==> config.mk <==
export PLATFORM = sky130hd
export DESIGN_NAME = console_tx_flat
export DESIGN_NICKNAME = d
export VERILOG_FILES = /design/src/rtl/console_tx_pkg.sv /design/src/rtl/console_tx_if.sv /design/src/rtl/console_tx_fifo.sv /design/src/rtl/console_tx.sv /design/src/flat_wrapper.sv
export SDC_FILE = /design/constraint.sdc
export NUM_CORES = 1
export LEC_CHECK = 0
export CORE_ASPECT_RATIO = 0.9
export CORE_UTILIZATION = 26
export CTS_BUF_LIST = sky130_fd_sc_hd__clkbuf_2
export DETAILED_ROUTE_END_ITERATION = 7
export MAX_ROUTING_LAYER = met4
export SLEW_MARGIN = 20
export SYNTH_ARGS = -nofsm -noshare
export SYNTH_HDL_FRONTEND = slang
export SYNTH_SLANG_ARGS = --single-unit
==> constraint.sdc <==
create_clock -name clk -period 6.9 [get_ports clk]
set_input_delay 1.38 -clock clk [delete_from_list [all_inputs] [get_ports clk]]
set_output_delay 1.38 -clock clk [all_outputs]
set_load 0.02 [all_outputs]
==> src/rtl/console_tx_pkg.sv <==
// Shared types for the memory-mapped console transmitter.
package console_tx_pkg;

  localparam int RAM_ADDR_W = 10;

  typedef logic [RAM_ADDR_W-1:0] RamAddress;
  typedef logic [31:0]           Word;
  typedef logic [7:0]            ConsoleByte;

  typedef enum logic [2:0] {
    IDLE,
    START,
    DATA,
    PARITY,
    STOP
  } ConsoleState;

  localparam RamAddress CONSOLE_ADDR_DEFAULT = RamAddress'('h3FC);

  function automatic logic evenParity(input ConsoleByte b);
    return ^b;
  endfunction

endpackage

==> src/rtl/console_tx_if.sv <==
// Store-side snoop bus between the CPU data port and ram; the console only listens.
interface console_tx_if;
  import console_tx_pkg::*;

  RamAddress ram_address;
  logic      ram_write_enable;
  Word       ram_in;

  modport master (output ram_address, output ram_write_enable, output ram_in);
  modport slave  (input  ram_address, input  ram_write_enable, input  ram_in);

endinterface

==> src/rtl/console_tx_fifo.sv <==
// Synchronous byte FIFO; a push while full is accepted only when a pop frees a slot at the same edge.
module console_fifo
  import console_tx_pkg::*;
#(
  parameter int DEPTH = 16
) (
  input  logic       clk,
  input  logic       reset_n,
  input  logic       push,
  input  logic       pop,
  input  ConsoleByte din,
  output ConsoleByte dout,
  output logic       empty,
  output logic       full
);

  localparam int PTR_W = (DEPTH > 1) ? $clog2(DEPTH) : 1;

  logic [PTR_W-1:0] r_wr_ptr;
  logic [PTR_W-1:0] r_rd_ptr;
  logic [PTR_W:0]   r_count;
  ConsoleByte       r_mem [DEPTH];

  logic w_do_push;
  logic w_do_pop;

  assign empty     = (r_count == '0);
  assign full      = (r_count == (PTR_W+1)'(DEPTH));
  assign w_do_pop  = pop & ~empty;
  assign w_do_push = push & (~full | w_do_pop);
  assign dout      = r_mem[r_rd_ptr];

  always_ff @(posedge clk or negedge reset_n) begin
    if (!reset_n) begin
      r_wr_ptr <= '0;
      r_rd_ptr <= '0;
      r_count  <= '0;
    end else begin
      if (w_do_push) r_wr_ptr <= r_wr_ptr + 1'b1;
      if (w_do_pop)  r_rd_ptr <= r_rd_ptr + 1'b1;
      case ({w_do_push, w_do_pop})
        2'b10:   r_count <= r_count + 1'b1;
        2'b01:   r_count <= r_count - 1'b1;
        default: r_count <= r_count;
      endcase
    end
  end

  // Storage needs no reset: entries are only read after being written.
  always_ff @(posedge clk) begin
    if (w_do_push) r_mem[r_wr_ptr] <= din;
  end

endmodule

==> src/rtl/console_tx.sv <==
// Console output snooping CPU stores to CONSOLE_ADDR and serialising them as 8N1 frames.
// Define CONSOLE_PARITY_EN to insert an even-parity bit between the data and stop bits.
module console_tx
  import console_tx_pkg::*;
#(
  parameter RamAddress CONSOLE_ADDR = CONSOLE_ADDR_DEFAULT,
  parameter int        FIFO_DEPTH   = 16,
  parameter int        CLKS_PER_BIT = 4
) (
  input  logic         clk,
  input  logic         reset_n,
  console_tx_if.slave  bus,
  output logic         tx,
  output logic         busy,
  output logic         fifo_full,
  output logic         overflow
);

  localparam int CNT_W = (CLKS_PER_BIT > 1) ? $clog2(CLKS_PER_BIT) : 1;

  ConsoleState r_state;
  ConsoleState w_next_state;
  logic [CNT_W-1:0] r_clk_cnt;
  logic [2:0]       r_bit_idx;
  ConsoleByte       r_shift;
  logic             r_parity;
  logic             r_overflow;

  logic       w_push;
  logic       w_pop;
  logic       w_bit_done;
  logic       w_tx;
  logic       w_fifo_empty;
  logic       w_fifo_full;
  ConsoleByte w_fifo_dout;

  assign w_push     = bus.ram_write_enable && (bus.ram_address == CONSOLE_ADDR);
  assign w_bit_done = (r_clk_cnt == CNT_W'(CLKS_PER_BIT - 1));

  console_fifo #(.DEPTH(FIFO_DEPTH)) u_fifo (
    .clk     (clk),
    .reset_n (reset_n),
    .push    (w_push),
    .pop     (w_pop),
    .din     (bus.ram_in[7:0]),
    .dout    (w_fifo_dout),
    .empty   (w_fifo_empty),
    .full    (w_fifo_full)
  );

  always_ff @(posedge clk or negedge reset_n) begin
    if (!reset_n) r_state <= IDLE;
    else          r_state <= w_next_state;
  end

  always_comb begin
    w_next_state = r_state;
    case (r_state)
      IDLE:  if (!w_fifo_empty) w_next_state = START;
      START: if (w_bit_done) w_next_state = DATA;
      DATA: begin
        if (w_bit_done && r_bit_idx == 3'd7) begin
`ifdef CONSOLE_PARITY_EN
          w_next_state = PARITY;
`else
          w_next_state = STOP;
`endif
        end
      end
`ifdef CONSOLE_PARITY_EN
      PARITY: if (w_bit_done) w_next_state = STOP;
`endif
      STOP:  if (w_bit_done) w_next_state = w_fifo_empty ? IDLE : START;
      default: w_next_state = IDLE;
    endcase
  end

  always_comb begin
    w_pop = ~w_fifo_empty && ((r_state == IDLE) || (r_state == STOP && w_bit_done));
    case (r_state)
      START:   w_tx = 1'b0;
      DATA:    w_tx = r_shift[0];
      PARITY:  w_tx = r_parity;
      default: w_tx = 1'b1;
    endcase
  end

  // A pop always restarts the bit timing, whether from IDLE or straight out of STOP.
  always_ff @(posedge clk or negedge reset_n) begin
    if (!reset_n) begin
      r_clk_cnt <= '0;
      r_bit_idx <= '0;
      r_shift   <= '0;
      r_parity  <= 1'b0;
    end else if (w_pop) begin
      r_clk_cnt <= '0;
      r_bit_idx <= '0;
      r_shift   <= w_fifo_dout;
      r_parity  <= evenParity(w_fifo_dout);
    end else if (r_state != IDLE) begin
      if (w_bit_done) begin
        r_clk_cnt <= '0;
        if (r_state == DATA) begin
          r_shift   <= r_shift >> 1;
          r_bit_idx <= r_bit_idx + 3'd1;
        end
      end else begin
        r_clk_cnt <= r_clk_cnt + 1'b1;
      end
    end
  end

  always_ff @(posedge clk or negedge reset_n) begin
    if (!reset_n)                              r_overflow <= 1'b0;
    else if (w_push && w_fifo_full && !w_pop)  r_overflow <= 1'b1;
  end

  assign tx        = w_tx;
  assign busy      = (r_state != IDLE) | ~w_fifo_empty;
  assign fifo_full = w_fifo_full;
  assign overflow  = r_overflow;

endmodule

==> src/flat_wrapper.sv <==
// flat-port wrapper written by rule: the top's interface ports become plain ports
module console_tx_flat import console_tx_pkg::*;
#(
  parameter RamAddress CONSOLE_ADDR = CONSOLE_ADDR_DEFAULT,
  parameter int        FIFO_DEPTH   = 16,
  parameter int        CLKS_PER_BIT = 4
)
  (clk, reset_n, tx, busy, fifo_full, overflow, bus_ram_address, bus_ram_write_enable, bus_ram_in);
  console_tx_if bus_i ();
  input  logic clk;
  input  logic reset_n;
  output logic tx;
  output logic busy;
  output logic fifo_full;
  output logic overflow;
  input wire logic [$bits(bus_i.ram_address)-1:0] bus_ram_address;
  input wire logic [$bits(bus_i.ram_write_enable)-1:0] bus_ram_write_enable;
  input wire logic [$bits(bus_i.ram_in)-1:0] bus_ram_in;
  assign bus_i.ram_address = bus_ram_address;
  assign bus_i.ram_write_enable = bus_ram_write_enable;
  assign bus_i.ram_in = bus_ram_in;
  console_tx #(.CONSOLE_ADDR(CONSOLE_ADDR), .FIFO_DEPTH(FIFO_DEPTH), .CLKS_PER_BIT(CLKS_PER_BIT)) u_core (.clk(clk), .reset_n(reset_n), .bus(bus_i), .tx(tx), .busy(busy), .fifo_full(fifo_full), .overflow(overflow));
endmodule
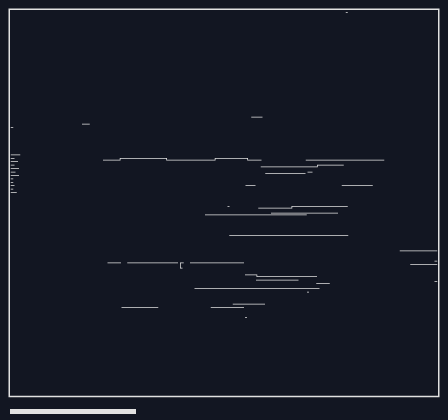
(images/layer_met3.png)
Bar = 50 µm.
share of all routed wire	4.4%
wire length on this layer	557 µm
nets with wire on the layer	34
main direction	horizontal
vias: 3423
routed wire length: 12700 µm
met3 usage: 2.51%

==> impl_metrics.yaml <==
# implementation run metrics
yosys:
  synthTopCellsByArea: "edfxtp_1 58%, dfrtp_1 12%, mux4_2 11%"
  top_area_cell: "edfxtp_1"
  async_reset_ff_share_pct: 19.5
  aoi_share_pct: 4.37
  syn_area_um2: 6590
  ys_cells: 399
  ys_sh_simple_pct: 7.75
  most_common_cell: "edfxtp_1"
  top_area_share_pct: 58.3
  syn_area_per_cell_um2: 16.5
  ys_ff: 159
  syn_inst: 399
final_layout:
  area_share_nonclk_buffers_pct: 3.50
  final_nets: 485
  largest_reg_flops: 128
  nClkBuffers: 20
  mostFrequentLayoutCell: "edfxtp_1"
  nMultiInputCombCells: 213
  fin_util_pct: 30.6
  seq_area_um2: 4620
  lay_top_cells: "128 x edfxtp_1, 44 x nand2_1, 32 x mux4_2"
  final_cells: 778
  top_regs: "u_core.u_fifo.r_mem x128, u_core.r_shift x8, u_core.u_fifo.r_count x5"
setup_path:
  cp-start-kind: "flop"
  crit_cells: 5
  slowest_stage: "clkdlybuf4s50_1"
  worstPathRequired_ps: 5520
  cp_top_family: "simple AND/OR/NAND/NOR gates"
  regToRegEndpoint: "u_core.u_fifo.r_count[4]"
  crit_arrival_ps: 2510
clock_network:
  path_clk_slew_ps: 210
  cts_num_sinks: 159
  tritoncts: "built"
  clk-insertion-delay-late_ps: 700
  ctsLongestPathBuffers: 2
die:
  die-area_um2: 26000
  io_pins: 49
  n_tap_cell: 336
power_and_ir_drop:
  pwr-share-comb_pct: 29.8
  p_leak_nw: 2.54
  pg_seq_mw: 1.19
  power_frac_clock_pct: 24.1
  pg_comb_mw: 0.766
  powerDensity_nw_per_um2: 343
global_routing:
  antenna_found_initial: 1
  grt_start_max_net_pins: 36
  grt_use_total_pct: 10.8
  grt_overflow_total: 0
  grt_pass1_vias: 3647
sta:
  layout_min_cycle_time_ps: 3890
  slew_headroom_pct: 41.2
  final-setup-viol-count: 0
  finalHoldViolCount: 0
  slew_viol_final: 0
  finalCritPeriodShare_pct: 56.4
  tns_ps: 0
min_path:
  hp-start: "u_core.r_clk_cnt[0]"
  worst_hold_path.endpoint: "u_core.r_clk_cnt[0]"
route:
  top_layer: "met4"
  dr.pass1.iters: 5
  drt_iter0_drc: 200
  ant_nets: 0
  drc: 0
  wl_met3_um: 556
place:
  portBuffers: 24
  dp.cells: 745
run_status:
  status: "completed"
flow_run:
  warnings: 53
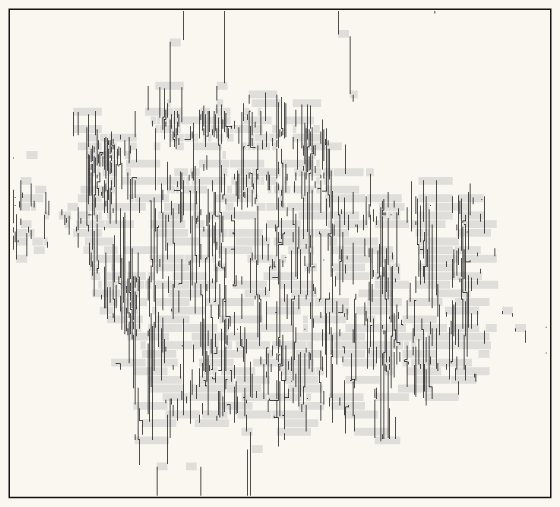
(images/layer_met2.png)
share of all routed wire	48%
longest straight run	52.0 µm
main direction	vertical
GR Util met2: 16.3%

Power is estimated from default activity; no workload was simulated.
